`src/rtl/mem_arb_pkg.sv`:
```
// Shared encodings and parameter defaults for the memory port arbiter.
// The latency counter is 3 bits wide because MEM_LATENCY is at most 7.
// The starvation counter is 4 bits wide because STARVE_LIMIT is at most 15.
package mem_arb_pkg;

  localparam int DEF_DATA_WIDTH   = 32;
  localparam int DEF_MEM_LATENCY  = 2;
  localparam int DEF_STARVE_LIMIT = 4;

  localparam int LAT_CNT_W    = 3;
  localparam int STARVE_CNT_W = 4;

  localparam logic GRANT_IF = 1'b0;
  localparam logic GRANT_D  = 1'b1;

  typedef enum logic [1:0] {
    ST_IDLE   = 2'd0,
    ST_ACCESS = 2'd1,
    ST_RESP   = 2'd2
  } state_t;

endpackage

```
`src/rtl/mem_arb_starve_ctr.sv`:
```
// Saturating count of consecutive fetch losses.
// o_at_limit tells the arbiter that fetch must win the next arbitration.
module mem_arb_starve_ctr
  import mem_arb_pkg::*;
#(
  parameter int LIMIT = DEF_STARVE_LIMIT
) (
  input  logic clk,
  input  logic reset,
  input  logic i_clr,
  input  logic i_inc,
  output logic o_at_limit
);

  localparam logic [STARVE_CNT_W-1:0] LIM = STARVE_CNT_W'(LIMIT);

  logic [STARVE_CNT_W-1:0] r_cnt;

  // Clear takes priority over increment.
  always_ff @(posedge clk or negedge reset) begin
    if (!reset) begin
      r_cnt <= '0;
    end else if (i_clr) begin
      r_cnt <= '0;
    end else if (i_inc && (r_cnt != LIM)) begin
      r_cnt <= r_cnt + 1'b1;
    end
  end

  assign o_at_limit = (r_cnt == LIM);

endmodule

```
`src/rtl/mem_port_arbiter.sv`:
```
// Two-requester (fetch/data) arbiter onto a single fixed-latency memory port.
// Data has priority over fetch; fetch is forced to win after STARVE_LIMIT losses.
module mem_port_arbiter
  import mem_arb_pkg::*;
#(
  parameter int DATA_WIDTH   = DEF_DATA_WIDTH,
  parameter int MEM_LATENCY  = DEF_MEM_LATENCY,
  parameter int STARVE_LIMIT = DEF_STARVE_LIMIT
) (
  input  logic                  clk,
  input  logic                  reset,
  input  logic                  if_req,
  input  logic [DATA_WIDTH-1:0] if_addr,
  output logic                  if_ack,
  output logic [DATA_WIDTH-1:0] if_rdata,
  input  logic                  d_req,
  input  logic                  d_we,
  input  logic [DATA_WIDTH-1:0] d_addr,
  input  logic [DATA_WIDTH-1:0] d_wdata,
  output logic                  d_ack,
  output logic [DATA_WIDTH-1:0] d_rdata,
  output logic                  m_en,
  output logic                  m_we,
  output logic [DATA_WIDTH-1:0] m_addr,
  output logic [DATA_WIDTH-1:0] m_wdata,
  input  logic [DATA_WIDTH-1:0] m_rdata,
  output logic                  busy,
  output logic                  grant_id,
  output state_t                dbg_state
);

  // Handshake: a requester raises req with its command stable and keeps it there
  // until the one-cycle ack. Requests are sampled only in IDLE. Once a request is
  // granted, the transaction always completes, even if req drops mid-way.

  localparam logic [LAT_CNT_W-1:0] LAT_LAST = LAT_CNT_W'(MEM_LATENCY);

  state_t                  r_state;
  state_t                  w_next;
  logic [LAT_CNT_W-1:0]    r_lat_cnt;
  logic                    r_grant;
  logic                    r_we;
  logic [DATA_WIDTH-1:0]   r_addr;
  logic [DATA_WIDTH-1:0]   r_wdata;
  logic [DATA_WIDTH-1:0]   r_if_rdata;
  logic [DATA_WIDTH-1:0]   r_d_rdata;

  logic w_any_req;
  logic w_at_limit;
  logic w_fetch_wins;
  logic w_arb;
  logic w_lat_done;
  logic w_access;
  logic w_starve_clr;
  logic w_starve_inc;

  assign w_any_req    = if_req | d_req;
  assign w_fetch_wins = if_req & (~d_req | w_at_limit);
  assign w_arb        = (r_state == ST_IDLE) & w_any_req;
  assign w_lat_done   = (r_lat_cnt == LAT_LAST);
  assign w_access     = (r_state == ST_ACCESS);

  // The starvation count only changes in IDLE, so requests seen during ACCESS or RESP are ignored.
  assign w_starve_clr = (r_state == ST_IDLE) & (~if_req | w_fetch_wins);
  assign w_starve_inc = w_arb & if_req & ~w_fetch_wins;

  mem_arb_starve_ctr #(
    .LIMIT (STARVE_LIMIT)
  ) u_starve_ctr (
    .clk        (clk),
    .reset      (reset),
    .i_clr      (w_starve_clr),
    .i_inc      (w_starve_inc),
    .o_at_limit (w_at_limit)
  );

  always_ff @(posedge clk or negedge reset) begin
    if (!reset) begin
      r_state <= ST_IDLE;
    end else begin
      r_state <= w_next;
    end
  end

  always_comb begin
    w_next = r_state;
    case (r_state)
      ST_IDLE:   if (w_any_req) w_next = ST_ACCESS;
      ST_ACCESS: if (w_lat_done) w_next = ST_RESP;
      ST_RESP:   w_next = ST_IDLE;
      default:   w_next = ST_IDLE;
    endcase
  end

  // A fetch is always a read, so its write enable and write data are latched as zero.
  always_ff @(posedge clk or negedge reset) begin
    if (!reset) begin
      r_lat_cnt  <= '0;
      r_grant    <= GRANT_IF;
      r_we       <= 1'b0;
      r_addr     <= '0;
      r_wdata    <= '0;
      r_if_rdata <= '0;
      r_d_rdata  <= '0;
    end else if (w_arb) begin
      r_lat_cnt <= '0;
      r_grant   <= w_fetch_wins ? GRANT_IF : GRANT_D;
      r_we      <= w_fetch_wins ? 1'b0 : d_we;
      r_addr    <= w_fetch_wins ? if_addr : d_addr;
      r_wdata   <= w_fetch_wins ? '0 : d_wdata;
    end else if (w_access) begin
      if (!w_lat_done) begin
        r_lat_cnt <= r_lat_cnt + 1'b1;
      end else if (!r_we) begin
        if (r_grant == GRANT_IF) r_if_rdata <= m_rdata;
        else                     r_d_rdata  <= m_rdata;
      end
    end
  end

  // The memory-side outputs are valid only during ACCESS; m_en pulses on the first ACCESS cycle.
  assign m_en      = w_access & (r_lat_cnt == '0);
  assign m_we      = w_access & r_we;
  assign m_addr    = w_access ? r_addr : '0;
  assign m_wdata   = w_access ? r_wdata : '0;
  assign if_ack    = (r_state == ST_RESP) & (r_grant == GRANT_IF);
  assign d_ack     = (r_state == ST_RESP) & (r_grant == GRANT_D);
  assign if_rdata  = r_if_rdata;
  assign d_rdata   = r_d_rdata;
  assign busy      = (r_state != ST_IDLE);
  assign grant_id  = r_grant;
  assign dbg_state = r_state;

endmodule

```
`config.mk`:
```
export PLATFORM = sky130hd
export DESIGN_NAME = mem_port_arbiter
export DESIGN_NICKNAME = d
export VERILOG_FILES = /design/src/rtl/mem_arb_pkg.sv /design/src/rtl/mem_arb_starve_ctr.sv /design/src/rtl/mem_port_arbiter.sv
export SDC_FILE = /design/constraint.sdc
export NUM_CORES = 1
export LEC_CHECK = 0
export ABC_AREA = 1
export CORE_UTILIZATION = 45
export CTS_BUF_LIST = sky130_fd_sc_hd__clkbuf_8
export CTS_CLUSTER_SIZE = 8
export DETAILED_ROUTE_END_ITERATION = 8
export PLACE_DENSITY = 0.92
export SETUP_SLACK_MARGIN = 0.02
export SYNTH_ARGS = -nofsm -noshare
export SYNTH_HDL_FRONTEND = slang
export SYNTH_SLANG_ARGS = --single-unit
```
`constraint.sdc`:
```
create_clock -name clk -period 1.9 [get_ports clk]
set_clock_uncertainty 0.15 [all_clocks]
set_input_delay 0.38 -clock clk [delete_from_list [all_inputs] [get_ports clk]]
set_output_delay 0.38 -clock clk [all_outputs]
set_load 0.005 [all_outputs]
```
Run 1, clock network drawn from the DEF:
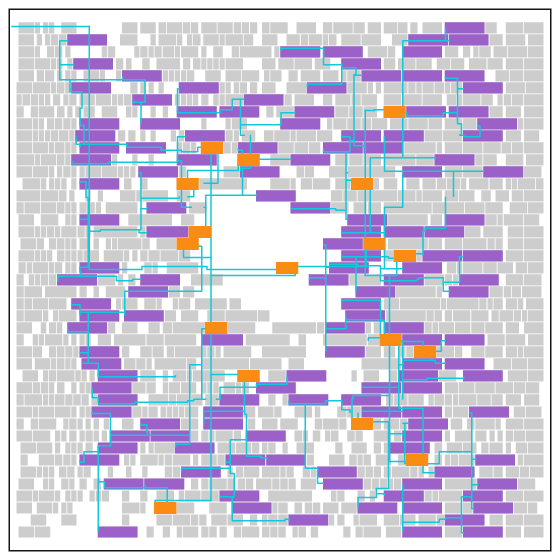
clock wires -> cyan  # length 1890 um
cells driving clock nets -> orange  # count 17
flip-flops -> purple  # count 139
routed clock nets = 18
P_clk: 2.76 mW
Clock Latency Late Sink: 0.45 ns
Clock Power Share: 0.144

Run 1, clock nets:
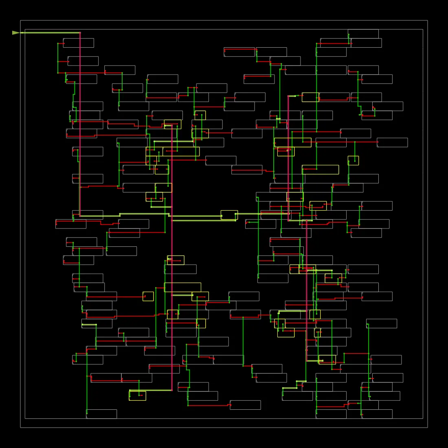
# clk buffers: 17
CTS sink cnt: 139
seq_cells: 139
CTS Buf Count: 17

Run 1, sequential cells grouped by signal name:
The bar under the picture is 20 um long.
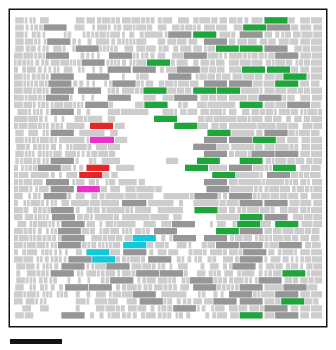
dbg_state -> magenta  # placed flops 2
u_starve_ctr.r_cnt -> cyan  # placed flops 4
r_lat_cnt -> red  # placed flops 3
d_rdata -> green  # placed flops 32
not coloured = 98

==> results.tsv, run 1 <==
stage	metric	value	unit
flow_run	OpenROAD warnings	32	
final_layout	Comb/total area	0.2645	
final_layout	dominant kind of cell	non-clock buffers	
grt	vias in the first global route	6285	
yosys	Distinct cells, synth	24	
final_layout	fill count	699	
floorplan	area of the core	13990	um2
yosys	Syn Area/Cell	7.924	um2
final_timing	RSZ-0062 raised after global routing	yes	
route	DR WL/cell	20.24	um
setup_path	CP max-delay cell	o21ai_1	
final_layout	Finished Cell Area	11600	um2
clocking	Max H-tree Level	4	
placement	Final Wtd Congestion	0.8165	
setup_path	Critical Path AT	2.55	ns
grt	GR Util All Layers	0.2696	
power_and_ir_drop	P per Cell Area	1654	nW/um2
flow_run	max_cap viols	0	
setup_path	most numerous cell on the critical path	buf_12	
final_layout	Inserted Diodes	1	
final_layout	NonClk Buf Share	0.3202	
clocking	Post-CTS Hold Fix Bufs	1	
yosys	most common cell in the netlist	inv_1	
power_and_ir_drop	Pwr top	combinational cells	
route	starting DRC count in detailed routing	606	
clocking	Clock transition at path regs	0.09	ns
setup_path	CP cell instances	inv_2 -> nand2_8 -> buf_16 -> buf_12 -> buf_8 -> nor2_8 -> nand3_4 -> buf_12 -> o21ai_1	
floorplan	Die Ht	122.4	um
placement	Place WS	-0.05394	ns
grt	first-pass GRT wire length	30.78	mm
final_timing	Final Cycle Share	1.268	
yosys	area leader, netlist	dfrtp_1	
route	met2 wire len	13.42	mm
power_and_ir_drop	switching power summed over all nets	7.890	mW
final_layout	fin nets	1292	
hold_path	Hold Path Class	in2async	
final_layout	MI comb cells	462	
yosys	sequential share of the synthesized area	0.5334	
yosys	chip area in the Yosys report	6521	um2
final_timing	headroom to the max-slew limit	0.6434	
final_layout	Seq/total area	0.3000	
yosys	Mapped Area	6521	um2
clocking	postcts setup bufs	17	
floorplan	Tapcells	180	
final_timing	crit path time final	2.409	ns
clocking	Clock Path Buffers	2	
grt	antenna violations before repair	2	
floorplan	starting density of the core	0.4662	
setup_path	WS Path Type	reg2reg	
final_timing	actual slew at the worst max-slew pin	0.5313	ns
grt	GR Layer Usage met3	0.07203	
final_timing	final hold slack	0.3042	ns
power_and_ir_drop	fraction of power spent switching nets	0.4112	
yosys	Mapped Cells	823	
yosys	Post-synth EDFFs	0	
floorplan	boundary pin count	269	
yosys	Top cells by area	dfrtp_1 (53%), inv_1 (10%), nand2_1 (9.8%), nand3_1 (7.7%), o21ai_1 (7.7%)	
route	met3 WL	2.726	mm
grt	largest net degree at the start of global routing	65	
route	total routed wirelength	27.29	mm
final_layout	Clock-cell share	0.03850	
final_layout	Final Non-Filler Cells	1348	
route	first drt pass iteration count	5	
yosys	Post-synth regs	139	
final_timing	Hold Vio Cnt, Final	0	
final_timing	final max-slew violation count	0	
setup_path	Top delay family on crit path	buffers and inverters	
setup_path	data required time of the critical path	2.04	ns
power_and_ir_drop	maximum vdd ir drop	0.8540	mV
grt	GR Util met2	0.4688	
route	DRC Markers	0	
route	vias per cell	5.384	
power_and_ir_drop	internal power	11.30	mW
grt	GR peak layer	met2	
run_status	status	complete, but fails checks	
final_layout	fraction of layout cells with a size suffix above 1	0.3231	
yosys	synth warn	0	
final_timing	setup_tns	-20.20	ns
final_timing	fmax	415.1	MHz
route	DRT met1 WL	9.546	mm
grt	grt met1 use	0.3055	
clocking	CTS root buffer	clkbuf_8	
yosys	Commonest flop	dfrtp_1	
run_status	failing checks	negative setup slack	
placement	Inst Count DP	1250	
final_timing	worst setup margin	-0.5090	ns
setup_path	Worst Path Max Fanout	16	
floorplan	row count	43	
clocking	# resized after CTS	380	
placement	hpwl dp	13.11	mm
placement	Post-DP Area	9485	um2
power_and_ir_drop	combinational power	10.9	mW
clocking	CTS tree	built	
route	antenna viol nets, final	0	
power_and_ir_drop	combinational power share	0.570	
final_timing	final setup vio count	132	
grt	overflow left after global routing	0	
setup_path	CP endpoint kind	flop	
final_layout	nonclk buf count	358	
route	DR top layer	met5	
setup_path	critical path buffer and inverter count	5	
final_layout	Util after Layout	0.8293	
route	Vias	7257	
yosys	Dominant cell area share	0.5334	
power_and_ir_drop	total power draw	19.19	mW
placement	IO buf count	268	
power_and_ir_drop	static leakage	6.233	nW
final_layout	Area Overhead vs Synth	77.90	%
yosys	Mapped Nets	961	
yosys	top cell types by occurrence after synthesis	inv_1 (174), nand2_1 (171), dfrtp_1 (139), nand3_1 (100), o21ai_1 (100)	
yosys	Yosys Instances	823	
final_layout	area of the multi-input gates	3068	um2
setup_path	Startpoint Class	flop	
setup_path	slowest stage delay, CP	0.44	ns
power_and_ir_drop	share of power burned in registers	0.286	
final_layout	Flop area	3481	um2
final_layout	Inverters	176	
yosys	Async SR Flop Fraction	1.000	
power_and_ir_drop	sequential power	5.48	mW
floorplan	die width	122.4	um
floorplan	die footprint	14980	um2
[run 1: path summary, 6_finish.rpt]
| path | start | end | slack [ns] | depth (start not counted) |
|---|---|---|---|---|
| worst max register to register | dbg_state[1]$_DFFE_PN0P_ | if_rdata[11]$_DFFE_PN0P_ | -0.51 | 9 |
| worst max-delay path | dbg_state[1]$_DFFE_PN0P_ | if_rdata[11]$_DFFE_PN0P_ | -0.51 | 9 |
| max in group asynchronous | reset | grant_id$_DFFE_PN0P_ | 0.66 | 3 |
| worst min-delay path | reset | r_wdata[10]$_DFFE_PN0P_ | 0.30 | 2 |
| min in group clk | r_addr[28]$_DFFE_PN0P_ | r_addr[28]$_DFFE_PN0P_ | 0.34 | 2 |
| worst min register to register | r_addr[28]$_DFFE_PN0P_ | r_addr[28]$_DFFE_PN0P_ | 0.34 | 2 |
[run 1: placed cells by master (no fill, tap or decap), types with 2 or more instances in the layout]
master	netlist	final
clkbuf_8	0	17
clkbuf_16	0	7
nor2_2	1	16
inv_1	174	173
xor2_1	2	2
dfrtp_2	0	2
ha_1	5	5
clkinvlp_4	0	2
nor2_4	0	43
nand3_4	2	2
bufinv_16	0	4
buf_2	23	65
o21ai_2	1	47
buf_8	0	6
o21ai_1	100	54
nor3_2	0	2
nand2_4	0	45
clkinv_4	0	4
dfrtp_1	139	137
clkdlybuf4s50_1	0	137
buf_16	0	7
buf_4	1	45
buf_12	0	18
nand2_1	171	105
dlymetal6s2s_1	0	52
inv_6	0	3
inv_2	2	2
nand2_2	1	21
nor2_1	69	11
buf_6	9	12
dlygate4sd2_1	0	7
o21ai_0	2	2
nand3_1	100	100
[run 1: logic make-up after synthesis]
logic type / synth area share
simple gates: 0.2277
compound gates: 0.08212
xor+xnor: 0.004030
flops: 0.5334
buf+inv: 0.1431
fa+ha+maj: 0.009593
==> run 2, diff against run 1 <==
--- a/config.mk
+++ b/config.mk
@@ -5,12 +5,11 @@
 export SDC_FILE = /design/constraint.sdc
 export NUM_CORES = 1
 export LEC_CHECK = 0
-export ABC_AREA = 1
-export CORE_UTILIZATION = 45
+export CORE_UTILIZATION = 44
 export CTS_BUF_LIST = sky130_fd_sc_hd__clkbuf_8
 export CTS_CLUSTER_SIZE = 8
 export DETAILED_ROUTE_END_ITERATION = 8
-export PLACE_DENSITY = 0.92
+export PLACE_DENSITY = 0.91
 export SETUP_SLACK_MARGIN = 0.02
 export SYNTH_ARGS = -nofsm -noshare
 export SYNTH_HDL_FRONTEND = slang
==> run 2 against run 1 <==
- cell count fell by 22%
- routed wire length fell by 14%
- total power fell by 5.2%
- the run still ends with negative setup slack left
- synthesized cell count fell by 35%
- global-route usage rose by 1.3 points
- sequential power fell by 2%
- highest routed layer is now met4
- clock power fell by 9.8%
- sequential share of layout area rose by 1.2 points
==> results.tsv, run 2 <==
stage	metric	value	unit	change
clocking	Clock Path Buffers	2		unchanged
setup_path	RR Startpoint	dbg_state[0]$_DFFE_PN0P_		
setup_path	CP endpoint kind	output port		
yosys	Mapped Area	6476	um2	-0.69%
power_and_ir_drop	static leakage	5.416	nW	-13%
route	total routed wirelength	23.42	mm	-14%
floorplan	Die Ht	123.3	um	+0.77%
power_and_ir_drop	P per Cell Area	1632	nW/um2	-1.3%
yosys	Distinct cells, synth	34		+42%
setup_path	data required time of the critical path	1.37	ns	-0.67 ns
grt	antenna violations before repair	0		-2
yosys	Yosys Instances	534		-35%
yosys	Post-synth regs	139		unchanged
grt	vias in the first global route	6047		-3.8%
floorplan	boundary pin count	269		unchanged
clocking	CTS sink cnt	139		unchanged
grt	first-pass GRT wire length	32.28	mm	+4.9%
final_timing	final setup vio count	125		-5.3%
run_status	failing checks	negative setup slack		
floorplan	area of the core	14100	um2	+0.77%
yosys	Mapped Cells	534		-35%
yosys	Dominant cell area share	0.5371		+0.003710
clocking	CTS root buffer	clkbuf_8		
final_timing	actual slew at the worst max-slew pin	0.4334	ns	-0.09794 ns
yosys	synth warn	0		unchanged
run_status	status	complete, but fails checks		
final_timing	crit path time final	2.261	ns	-0.1479 ns
placement	IO buf count	268		unchanged
yosys	main logic family after synthesis	simple AND/OR/NAND/NOR gates		
final_layout	fin nets	999		-23%
grt	largest net degree at the start of global routing	57		-12%
yosys	sequential share of the synthesized area	0.5371		+0.003710
yosys	XOR Share, Synth	0		-0.004029
placement	Final Wtd Congestion	0.8569		+4.9%
placement	Place WS	-0.3053	ns	-0.2514 ns
final_layout	fraction of layout cells with a size suffix above 1	0.3764		+0.05338
placement	hpwl dp	13.59	mm	+3.6%
yosys	most common cell in the netlist	dfrtp_1		
final_timing	worst setup margin	-0.3611	ns	+0.1479 ns
setup_path	slowest stage delay, CP	0.38	ns	-0.06 ns
route	vias per cell	5.697		+5.8%
setup_path	Critical Path AT	1.73	ns	-0.82 ns
power_and_ir_drop	total power draw	18.19	mW	-5.2%
yosys	Post-Synth Simple-Gate Area	0.1909		-0.03686
yosys	Post-synth EDFFs	0		unchanged
yosys	area leader, netlist	dfrtp_1		
route	Vias	6005		-17%
flow_run	max_cap viols	0		unchanged
clocking	CTS tree	built		
yosys	Commonest flop	dfrtp_1		
clocking	CTS Buf Count	17		unchanged
final_timing	Final Cycle Share	1.190		-0.07787
yosys	Top cells by area	dfrtp_1 (54%), mux2_2 (9.4%), and2_1 (6.4%), a221o_1 (4.9%), o2bb2ai_1 (4.5%)		
final_timing	RSZ-0062 raised after global routing	yes		
yosys	Adder Share, Synth	0.009660		+0.00006672
placement	Post-DP Area	9585	um2	+1.1%
final_timing	Hold Vio Cnt, Final	0		unchanged
final_layout	Top Layout Cells	clkdlybuf4s50_1 (142), dfrtp_1 (138), buf_6 (71)		
setup_path	CP Launch Point	dbg_state[1]$_DFFE_PN0P_		
setup_path	Worst R2R Path Depth	9		unchanged
yosys	top cell types by occurrence after synthesis	dfrtp_1 (139), and2_1 (66), mux2_2 (54), nand3_1 (38), o2bb2ai_1 (33)		
setup_path	Startpoint Class	flop		
-- run 2: logic make-up (layout without fill, tap and decap cells) --
kind of cell | Yosys count | count (layout)
flip-flops | 139 | 139
AND-OR/OR-AND | 77 | 77
buffers and inverters | 58 | 398
multiplexers | 64 | 64
adder cells (fa/ha/maj) | 5 | 5
AND/OR/NAND/NOR | 191 | 191
-- run 2: cell type report --
| type | instances | area, um2 | share of cell area |
|---|---|---|---|
| Clock buffer | 18 | 247.7 | 0.02222 |
| Multi-Input combinational cell | 337 | 3028 | 0.2716 |
| Sequential cell | 139 | 3480 | 0.3122 |
| Timing Repair Buffer | 359 | 3981 | 0.3572 |
| Clock inverter | 14 | 158.9 | 0.01426 |
| Tap cell | 180 | 225.2 | 0.02020 |
| Inverter | 7 | 26.28 | 0.002357 |
-- run 2: per-layer routing --
metal / global-route usage / up-vias / share of wire
li1: - / 2634 / -
met1: 0.3314 / 2998 / 0.37
met2: 0.5059 / 319 / 0.53
met3: 0.05443 / 54 / 0.071
met4: 0.1137 / 0 / 0.029
met5: 0 / - / 0
-- run 2: stage by stage --
stage / TNS [ns] / util
final: -26.42 / 0.7908
after global routing: -32.92 / 0.7908
after CTS: -27.91 / 0.7504
after detailed placement: -28.31 / 0.6800
after global placement: -24.20 / 0.6800
after floorplan: 0 / -
-- run 2: timing repair --
item | CTS | global route
hold buffers | 1 | 0
resized | 396 | 139
endpoints found under the hold margin | 39 | 0
gates cloned | 9 | 5
endpoints found under the setup margin | 165 | 223
pin swaps | 29 | 17
setup buffers | 19 | 24
-- run 2: worst max-delay path: cells and delay by family, from the launching register on --
family,cells,cell delay (ns)
buf+inv,3,0.47
flops,1,0.38
simple gates,2,0.44
-- run 2: where the power goes --
group	switching, mW	internal, mW
clock network	1.26	1.23
registers	0.964	4.38
logic	3.82	6.54
total	6.04	12.1
Run 2, cells by drive strength:
The bar under the picture is 20 um long.
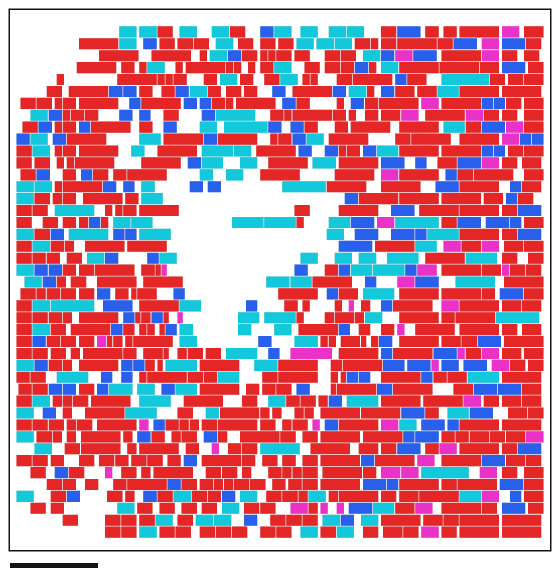
drive 3 to 4 -> blue  # cells 154, share 18%
drive 6 and up -> cyan  # cells 129, share 15%
drive 1 or less -> red  # cells 545, share 62%
drive 2 -> magenta  # cells 46, share 5.3%
worst setup margin: -0.3611 ns
Area Overhead vs Synth: 72.12%
nonclk buf count: 359
Finished Cell Area: 11150 um2

Run 2, clock nets:
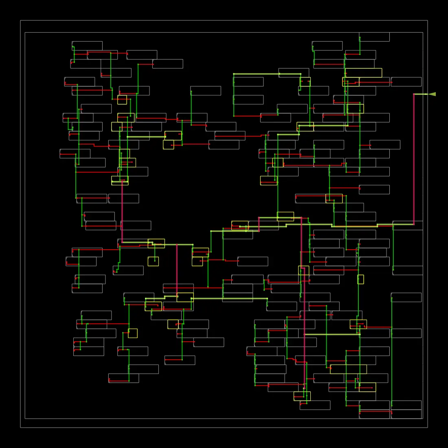
Clock Latency Late Sink: 0.44 ns
# clk buffers: 18
P_clk: 2.49 mW

Run 2, sequential cells grouped by signal name:
The bar under the picture is 20 um long.
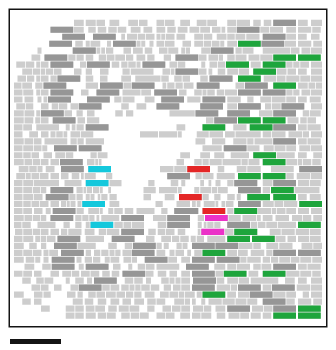
u_starve_ctr.r_cnt -> cyan  # placed flops 4, where middle left
r_lat_cnt -> red  # placed flops 3
d_rdata -> green  # placed flops 32, where a column on the right
dbg_state -> magenta  # placed flops 2
not coloured = 98

==> run 3, diff against run 2 <==
--- a/config.mk
+++ b/config.mk
@@ -9,6 +9,8 @@
 export CTS_BUF_LIST = sky130_fd_sc_hd__clkbuf_8
 export CTS_CLUSTER_SIZE = 8
 export DETAILED_ROUTE_END_ITERATION = 8
+export GPL_TIMING_DRIVEN = 0
+export HOLD_SLACK_MARGIN = 0.08
 export PLACE_DENSITY = 0.91
 export SETUP_SLACK_MARGIN = 0.02
 export SYNTH_ARGS = -nofsm -noshare
==> run 3 against run 2 <==
- the run still ends with negative setup slack left
- hold slack better by 0.050 ns
- sequential share of layout area is 2.9 points lower
- combinational power is 22% higher
- final area is 10% higher
- sequential power is 2% higher
- setup slack worse by 0.15 ns
- total power is 13% higher
- fmax is 6.1% lower
- cell count is 4.9% higher
- flip-flop count stayed put
- synthesized area stayed put
==> results.tsv, run 3 <==
stage	metric	value	unit	change
run_status	status	complete, but fails checks		
run_status	failing checks	negative setup slack		
yosys	Commonest flop	dfrtp_1		
final_layout	NonClk Buf Share	0.3733		+0.01615
hold_path	Hold Path Class	in2async		
final_layout	Seq/total area	0.2836		-0.02853
yosys	Async SR Flop Fraction	1.000		
final_layout	fraction of layout cells with a size suffix above 1	0.4590		+0.08253
clocking	CTS root buffer	clkbuf_8		
route	Vias	6384		+6.3%
route	starting DRC count in detailed routing	474		
yosys	sequential share of the synthesized area	0.5371		unchanged
yosys	XOR Share, Synth	0		unchanged
final_timing	actual slew at the worst max-slew pin	0.5458	ns	+0.1124 ns
grt	largest net degree at the start of global routing	87		+53%
clocking	Clock Path Buffers	2		unchanged
clocking	Max H-tree Level	4		
setup_path	Worst Path Max Fanout	6		
yosys	Top cells by area	dfrtp_1 (54%), mux2_2 (9.4%), and2_1 (6.4%), a221o_1 (4.9%), o2bb2ai_1 (4.5%)		
power_and_ir_drop	Clock Power Share	0.113		-0.024
setup_path	Top delay family on crit path	buffers and inverters		
yosys	mux share	0.1113		
setup_path	reg-to-reg slack, setup	-0.36	ns	
clocking	Clock transition at path regs	0.08	ns	
yosys	Distinct cells, synth	34		unchanged
route	first drt pass iteration count	5		
power_and_ir_drop	P per Cell Area	1671	nW/um2	+2.4%
setup_path	Startpoint Class	flop		
final_timing	Final Cycle Share	1.267		+0.07741
floorplan	boundary pin count	269		unchanged
yosys	Adder Share, Synth	0.009660		unchanged
floorplan	row count	43		
final_layout	fill count	619		
final_timing	headroom to the max-slew limit	0.6361		
yosys	Post-synth EDFFs	0		unchanged
placement	Final Wtd Congestion	0.8076		-5.8%
final_timing	RSZ-0062 raised after global routing	yes		
setup_path	slowest stage delay, CP	0.44	ns	+0.06 ns
final_timing	final max-slew violation count	0		
grt	first-pass GRT wire length	32.60	mm	+0.98%
setup_path	Setup crit end	m_wdata[30]		
final_layout	Final Non-Filler Cells	1106		
yosys	Post-synth regs	139		unchanged
route	total routed wirelength	27.79	mm	+19%
floorplan	Die Ht	123.3	um	unchanged
floorplan	starting density of the core	0.4594		
yosys	synth warn	0		unchanged
floorplan	die footprint	15210	um2	
setup_path	critical path buffer and inverter count	4		+1
grt	overflow left after global routing	0		
route	DRC Markers	0		
setup_path	number of cells on the critical path	6		+1
final_layout	fin nets	1051		+5.2%
final_timing	fmax	415.3	MHz	
grt	antenna violations before repair	0		unchanged
final_layout	Clock-cell share	0.03057		-0.005905
power_and_ir_drop	internal power	13.36	mW	+10%
route	antenna viol nets, final	0		
clocking	CTS tree	built		
yosys	top cell types by occurrence after synthesis	dfrtp_1 (139), and2_1 (66), mux2_2 (54), nand3_1 (38), o2bb2ai_1 (33)		
final_layout	Top Layout Cells	dfrtp_1 (136), clkdlybuf4s50_1 (134), buf_6 (90)		
final_layout	area of the multi-input gates	3581	um2	+18%
route	DR WL/cell	25.12	um	
final_layout	seq_cells	139		unchanged
setup_path	CP Launch Point	dbg_state[1]$_DFFE_PN0P_		
floorplan	Tapcells	180		unchanged
yosys	chip area in the Yosys report	6476	um2	
setup_path	Critical Path AT	1.88	ns	+0.15 ns
final_layout	Inverters	7		unchanged
setup_path	CP cell instances	and2b_2 -> buf_8 -> buf_6 -> buf_6 -> and2_1 -> buf_2		
flow_run	OpenROAD warnings	31		
yosys	yosys aoi share	0.1057		
yosys	Syn Area/Cell	12.13	um2	
yosys	Yosys Instances	534		unchanged
grt	GR Util All Layers	0.2892		
clocking	CTS sink cnt	139		unchanged
placement	IO buf count	268		unchanged
yosys	Mapped Area	6476	um2	unchanged
final_layout	nonclk buf count	411		+14%
yosys	Post-Synth Simple-Gate Area	0.1909		unchanged
final_layout	MI comb cells	337		unchanged
route	vias per cell	5.772		+1.3%
yosys	Mapped Nets	672		
setup_path	Worst R2R Path Depth	9		unchanged
final_layout	Util after Layout	0.8709		+0.08015
final_layout	Flop area	3482	um2	about the same
final_timing	Hold Vio Cnt, Final	0		unchanged
yosys	most common cell in the netlist	dfrtp_1		
floorplan	die width	123.3	um	
grt	vias in the first global route	5987		-0.99%
final_timing	final hold slack	0.3223	ns	
setup_path	data required time of the critical path	1.37	ns	about the same
power_and_ir_drop	static leakage	5.992	nW	+11%
placement	hpwl dp	13.82	mm	+1.8%
placement	Inst Count DP	983		
setup_path	most numerous cell on the critical path	buf_6		
setup_path	WS Path Type	reg2out		
power_and_ir_drop	fraction of power spent switching nets	0.3488		+0.01652
yosys	Dominant cell area share	0.5371		unchanged
final_layout	Comb/total area	0.2917		+0.02005
final_layout	# clk buffers	18		unchanged
final_layout	dominant kind of cell	non-clock buffers		
final_timing	final setup vio count	202		+62%
final_layout	Area Overhead vs Synth	89.57	%	
yosys	area leader, netlist	dfrtp_1		
floorplan	area of the core	14100	um2	unchanged
setup_path	RR Startpoint	dbg_state[1]$_DFFE_PN0P_		
power_and_ir_drop	maximum vdd ir drop	0.8166	mV	
yosys	Mapped Cells	534		unchanged
clocking	CTS Buf Count	17		unchanged
power_and_ir_drop	switching power summed over all nets	7.156	mW	+18%
setup_path	CP endpoint kind	output port		
power_and_ir_drop	combinational power share	0.621		+0.052
setup_path	CP max-delay cell	dfrtp_2		
final_timing	worst setup margin	-0.5081	ns	-0.1471 ns
final_layout	Inserted Diodes	0		
final_timing	crit path time final	2.408	ns	+0.1471 ns
setup_path	RR Endpoint	if_rdata[11]$_DFFE_PN0P_		
flow_run	max_cap viols	0		unchanged
power_and_ir_drop	share of power burned in registers	0.266		-0.028
yosys	main logic family after synthesis	simple AND/OR/NAND/NOR gates		
final_layout	most common logic cell in the routed design	dfrtp_1		
## run 3: cell count changes in the layout (fill, tap and decap cells not counted), moves of 8 or more
| cell | previous run | this run |
|---|---|---|
| buf_6 | 71 | 90 |
| buf_8 | 5 | 28 |
| clkbuf_1 | 0 | 8 |
| clkdlybuf4s50_1 | 142 | 134 |
| mux2_2 | 28 | 4 |
| mux2_4 | 36 | 60 |
| nand3_1 | 38 | 17 |
| nand3_2 | 0 | 15 |
| o2bb2ai_1 | 33 | 6 |
| o2bb2ai_2 | 0 | 20 |
## run 3: stage by stage
| step | setup slack [ns] | power [mW] | area, um2 | TNS, ns |
|---|---|---|---|---|
| 4_1_cts | -0.4406 | 17.34 | 10890 | -31.27 |
| 5_1_grt | -0.5624 | 21.38 | 12280 | -55.43 |
| 2_1_floorplan | 0.06497 | 8.400 | 6476 | 0 |
| 3_3_place_gp | -5.210 | 12.35 | 9384 | -819.39 |
| 6_report | -0.5081 | 20.52 | 12280 | -46.66 |
| 3_5_place_dp | -1.033 | 12.60 | 9413 | -95.58 |
## run 3: metal layers
metal	part of all wire	up-vias	track usage
met1	0.37	3175	0.3402
met3	0.081	94	0.07149
li1	-	2747	-
met4	0.045	0	0.1401
met2	0.50	368	0.4930
met5	0	-	0
## run 3: timing repair
item                                    in CTS  in global routing
gates cloned                                14                 12
hold endpoints to repair                    53                  0
hold buffers                                 1                  0
endpoints found under the setup margin     217                247
resized                                    465                295
pin swaps                                   88                 58
buffers inserted                            45                 29
## run 3: power by group through the flow
stage / sequential (mW) / combinational [mW] / clock, mW
2_1_floorplan: 5.08 / 3.31 / 0
3_3_place_gp: 5.13 / 7.22 / 0
3_5_place_dp: 5.19 / 7.41 / 0
4_1_cts: 5.16 / 9.86 / 2.32
5_1_grt: 5.56 / 13.3 / 2.49
6_report: 5.46 / 12.7 / 2.32
Run 3, cell classes on the final placement:
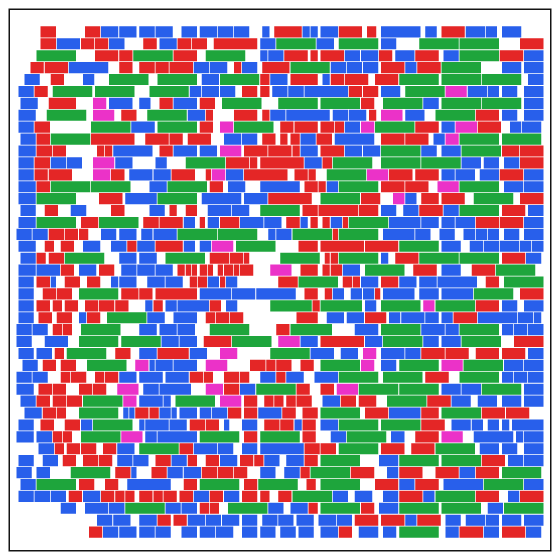
clock drivers and dummy loads -> magenta  # cells 32
all other logic -> red  # cells 344
flip-flops -> green  # cells 139
other buffers and delay cells -> blue  # cells 411

Run 3, clock nets:
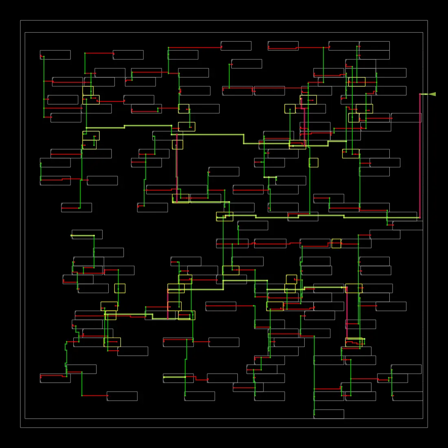
Clock Latency Late Sink: 0.46 ns
P_clk: 2.32 mW

Run 3, sequential cells grouped by signal name:
The bar under the picture is 20 um long.
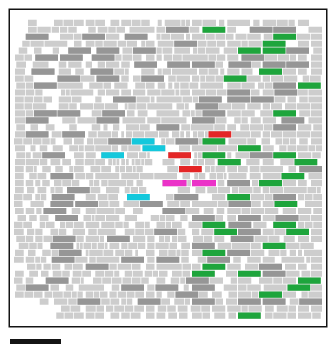
r_lat_cnt -> red  # placed flops 3
d_rdata -> green  # placed flops 32
u_starve_ctr.r_cnt -> cyan  # placed flops 4, where centre
dbg_state -> magenta  # placed flops 2
not coloured = 98

Power and IR drop assume default switching activity.
